[config.mk]
export PLATFORM = sky130hd
export DESIGN_NAME = meter_ctrl
export DESIGN_NICKNAME = d
export VERILOG_FILES = /design/src/rtl/meter_ctrl.sv
export SDC_FILE = /design/constraint.sdc
export NUM_CORES = 1
export LEC_CHECK = 0
export CORE_MARGIN = 4
export CORE_UTILIZATION = 60
export CTS_CLUSTER_DIAMETER = 150
export CTS_CLUSTER_SIZE = 8
export DETAILED_ROUTE_END_ITERATION = 10
export PLACE_DENSITY = 0.81
export SYNTH_ARGS = -nofsm -noshare
export SYNTH_HDL_FRONTEND = slang
export SYNTH_SLANG_ARGS = --single-unit
[constraint.sdc]
create_clock -name clk -period 7.7 [get_ports clk]
set_input_delay 2.31 -clock clk [delete_from_list [all_inputs] [get_ports clk]]
set_output_delay 2.31 -clock clk [all_outputs]
set_load 0.01 [all_outputs]
[src/rtl/meter_ctrl.sv]
`timescale 1ns/1ps
// meter_ctrl: 4-digit BCD countdown meter. Add pulses top up the remaining
// time, two load levels preset it, a 1 s prescaler counts it down, and a
// small display FSM drives the digit enable (solid, 1 s blink, 0.5 s flash).
module meter_ctrl #(
    parameter int unsigned TICK_DIV = 100000000
) (
    input  logic        clk,
    input  logic        clr_n,
    input  logic        add10,
    input  logic        add180,
    input  logic        add200,
    input  logic        add550,
    input  logic        ld15,
    input  logic        ld185,
    output logic [15:0] bcd,
    output logic        disp_en,
    output logic        expired
);

    localparam int unsigned   CW   = (TICK_DIV > 2) ? $clog2(TICK_DIV) : 1;
    localparam logic [CW-1:0] LAST = CW'(TICK_DIV - 1);
    localparam logic [CW-1:0] HALF = CW'(TICK_DIV / 2 - 1);

    typedef enum logic [1:0] {SOLID, BLINK, FLASH} disp_state_e;

    logic [CW-1:0] cnt_q, cnt_d;
    logic [15:0]   bcd_q, bcd_d;
    logic          pend_q, pend_d;
    logic          disp_q, disp_d;
    logic          expired_q, expired_d;
    disp_state_e   state_q, state_d;

    logic          load;
    logic          tick;
    logic          half_tick;
    logic          add_hit;
    logic [15:0]   add_inc;
    logic [16:0]   add_sum;

    // Digit-serial BCD add; bit 16 is the carry out of the thousands digit.
    function automatic logic [16:0] bcd_add(input logic [15:0] a, input logic [15:0] b);
        logic [16:0] res;
        logic [4:0]  dsum;
        logic        cy;
        res = '0;
        cy  = 1'b0;
        for (int i = 0; i < 4; i++) begin
            dsum = {1'b0, a[4*i +: 4]} + {1'b0, b[4*i +: 4]} + {4'b0000, cy};
            if (dsum > 5'd9) begin
                dsum = dsum - 5'd10;
                cy   = 1'b1;
            end else begin
                cy   = 1'b0;
            end
            res[4*i +: 4] = dsum[3:0];
        end
        res[16] = cy;
        return res;
    endfunction

    // BCD decrement by one; a 0 digit borrows and wraps to 9. Only used on nonzero values.
    function automatic logic [15:0] bcd_dec(input logic [15:0] a);
        logic [15:0] res;
        logic        bw;
        res = a;
        bw  = 1'b1;
        for (int i = 0; i < 4; i++) begin
            if (bw) begin
                if (a[4*i +: 4] == 4'd0) begin
                    res[4*i +: 4] = 4'd9;
                end else begin
                    res[4*i +: 4] = a[4*i +: 4] - 4'd1;
                    bw            = 1'b0;
                end
            end
        end
        return res;
    endfunction

    // A load level freezes the prescaler, so no tick or half tick can fire under it.
    assign load      = ld185 | ld15;
    assign tick      = ~load & (cnt_q == LAST);
    assign half_tick = ~load & ((cnt_q == HALF) | (cnt_q == LAST));
    assign add_sum   = bcd_add(bcd_q, add_inc);

    // Pick the single highest-priority add pulse; lower ones are dropped.
    always_comb begin
        // NOTE: every always_comb output gets a default first so no path can infer a latch.
        add_hit = 1'b1;
        add_inc = 16'h0000;
        if (add10)       add_inc = 16'h0010;
        else if (add180) add_inc = 16'h0180;
        else if (add200) add_inc = 16'h0200;
        else if (add550) add_inc = 16'h0550;
        else             add_hit = 1'b0;
    end

    // Next remaining time, prescaler and pending-tick flag in priority order.
    always_comb begin
        cnt_d  = (load || tick) ? '0 : cnt_q + CW'(1);
        bcd_d  = bcd_q;
        pend_d = pend_q;
        if (ld185) begin
            bcd_d  = 16'h0185;
            pend_d = 1'b0;
        end else if (ld15) begin
            bcd_d  = 16'h0015;
            pend_d = 1'b0;
        end else if (add_hit) begin
            bcd_d = add_sum[16] ? 16'h9999 : add_sum[15:0];
            if (tick) pend_d = 1'b1;
        end else if (tick || pend_q) begin
            pend_d = 1'b0;
            if (bcd_q != 16'h0000) bcd_d = bcd_dec(bcd_q);
        end
        expired_d = (bcd_d == 16'h0000);
    end

    // Display mode follows the next time value; entering a mode always starts lit.
    always_comb begin
        state_d = SOLID;
        disp_d  = 1'b1;
        if (load)                     state_d = BLINK;
        else if (bcd_d == 16'h0000)   state_d = FLASH;
        else if (bcd_d < 16'h0200)    state_d = BLINK;
        if (!load && state_d == state_q) begin
            case (state_d)
                BLINK:   disp_d = tick      ? ~disp_q : disp_q;
                FLASH:   disp_d = half_tick ? ~disp_q : disp_q;
                default: disp_d = 1'b1;
            endcase
        end
    end

    // State registers; clearing drops any add or tick in flight.
    always_ff @(posedge clk or negedge clr_n) begin
        if (!clr_n) begin
            cnt_q     <= '0;
            bcd_q     <= 16'h0000;
            pend_q    <= 1'b0;
            disp_q    <= 1'b1;
            expired_q <= 1'b1;
            state_q   <= FLASH;
        end else begin
            // NOTE: non-blocking assignments keep every register updating from the same pre-edge values.
            cnt_q     <= cnt_d;
            bcd_q     <= bcd_d;
            pend_q    <= pend_d;
            disp_q    <= disp_d;
            expired_q <= expired_d;
            state_q   <= state_d;
        end
    end

    assign bcd     = bcd_q;
    assign disp_en = disp_q;
    assign expired = expired_q;

endmodule

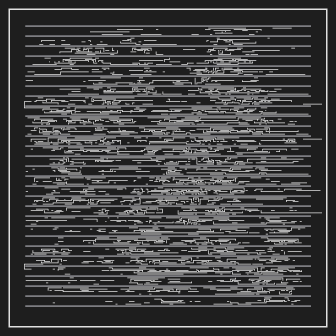
(images/m1.png)
Supply wires on this layer in grey.
- nets with wire on the layer: 495
- longest straight run: 31.3 um
- main direction: horizontal
via count: 3802
GR met1 Demand/Resource: 36.70%

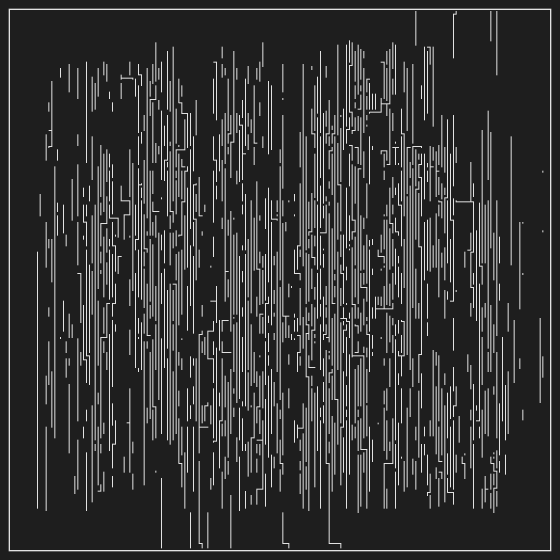
(images/m2.png)
- share of all routed wire: 50%
- main direction: vertical
- longest straight run: 43.2 um

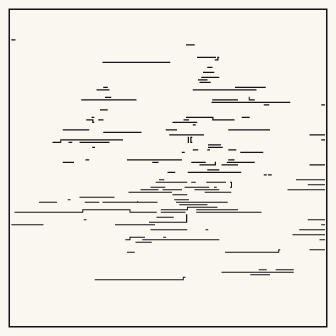
(images/m3.png)
- nets with wire on the layer: 90
- wire length on this layer: 715 um
- main direction: horizontal

==> out/summary.txt <==
Synth top area share -> 30.85%
Synth Net Count -> 461
Initial antenna violation count -> 0
Gate power share -> 32.8%
Setup Viol. Count Final -> 1
Clock-cell share of area -> 2.002%
Gate count after technology mapping -> 430
Drc violations -> 0
P_comb -> 0.000212 W
Buffering overhead -> 13.51%
Failing checks -> setup timing
Total CTS buffers -> 5
Hold EP -> cnt_q[0]
Cells after DPL -> 554
Final Hold Slack -> 0.4940 ns
Synthesized registers -> 48
Clkbuf count -> 7
Basic Gates by Area -> 27.77%
Largest net degree at the start of global routing -> 49
Global routing's busiest layer -> met2
Top_reg_cell synth -> dfrtp_1
Complex Gates by Area -> 19.95%
Top reg by flops -> cnt_q
Post-route minimum period -> 7.986 ns
Final core utilization -> 79.16%
Upper clock frequency limit -> 125.2 MHz
Final Instance Area -> 4687 um^2
# rows -> 28
Cts repair resizes -> 39
Place WS -> -1.110 ns
Reg area -> 1205 um^2
CP startpoint -> add200
PD cells -> 137.6 nW/um^2
Port Buffer Count -> 25
Met2 WL -> 5.222 mm
Leak -> 1.878 nW
CTS sink cnt -> 48
Post-DP HPWL -> 7.431 mm
Worst hold-check path type -> reg -> reg
RSZ-0062 raised after global routing -> true
Mux area share -> 0.2743%
Initial DRC count -> 311
Die Footprint -> 7395 um^2
NetSw -> 0.0002100 W
Worst Setup EP -> disp_en
Pwr top -> sequential cells
Reg2Reg Depth -> 39
WP data required -> 7.92 ns
Die W -> 86.00 um
PnR worst setup slack -> -0.2860 ns
GP Congestion -> 0.9157
Outcome -> finished, violations left
Maxcap violations -> 0
Most instantiated logic cell after routing -> buf_4
Switching Share -> 32.56%
Die height -> 86.00 um
Post-route insts no fill -> 574
Clk root buf -> clkbuf_8
Levels on crit path -> 36
Clock buffer depth -> 2
Met1 WL -> 4.149 mm
Tot Pwr -> 0.0006450 W
Top-count cell post-synth -> nor2_1
Final Max Slew Viols -> 0
Critical-path cell with the highest stage delay -> fa_2
Power share of the clock group -> 25.0%
Measured slew at the worst slew-check pin -> 1.076 ns
Final antenna-violating net count -> 0
Vias in the first global route -> 3627
Post-synthesis instance area -> 3650 um^2
Non-clock buffer count in the final layout -> 76
Synthesized area per cell -> 8.488 um^2
Top cells, area -> dfrtp_1 31%, ha_1 6.9%, nor2_1 4.8%
Met3 wire len -> 715 um
Area Overhead vs Synth -> 28.42%
Post-synth EDFFs -> 0
Crit Reg-Reg Startpoint -> bcd[2]
Antenna cells -> 0
Setup repair bufs after CTS -> 8
Clk ins delay skew pair -> 0.31 ns
CP startpoint kind -> input pin
Cts hold-fix bufs -> 0
Synth warn -> 0
Core Box Area -> 5921 um^2
Worst VDD drop -> 0.1035 mV
Synth Area in XOR/XNOR -> 5.759%
Largest logic family -> simple AND/OR/NAND/NOR gates
Sequential power -> 0.000272 W
Iteration tally of the first detailed-router pass -> 5
Flop share of the area -> 25.71%
Final Cycle Share -> 103.7%
Worst-path fanout max -> 4
Worst EP arrival -> 8.20 ns
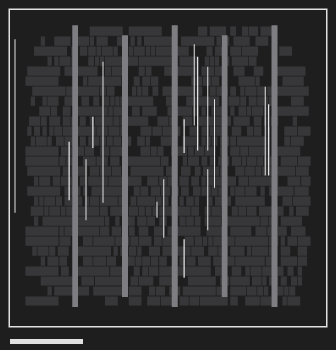
(images/m4.png)
Scale bar: 20 um. Supply wires on this layer in grey. Cells faint in the background.
- share of all routed wire: 3.0%
- longest straight run: 46.9 um

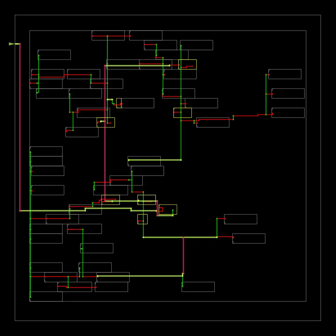
(images/clock_nets.png)
Clock Skew: 0.01233 ns
flop count: 48

Power is estimated from default activity; no workload was simulated.
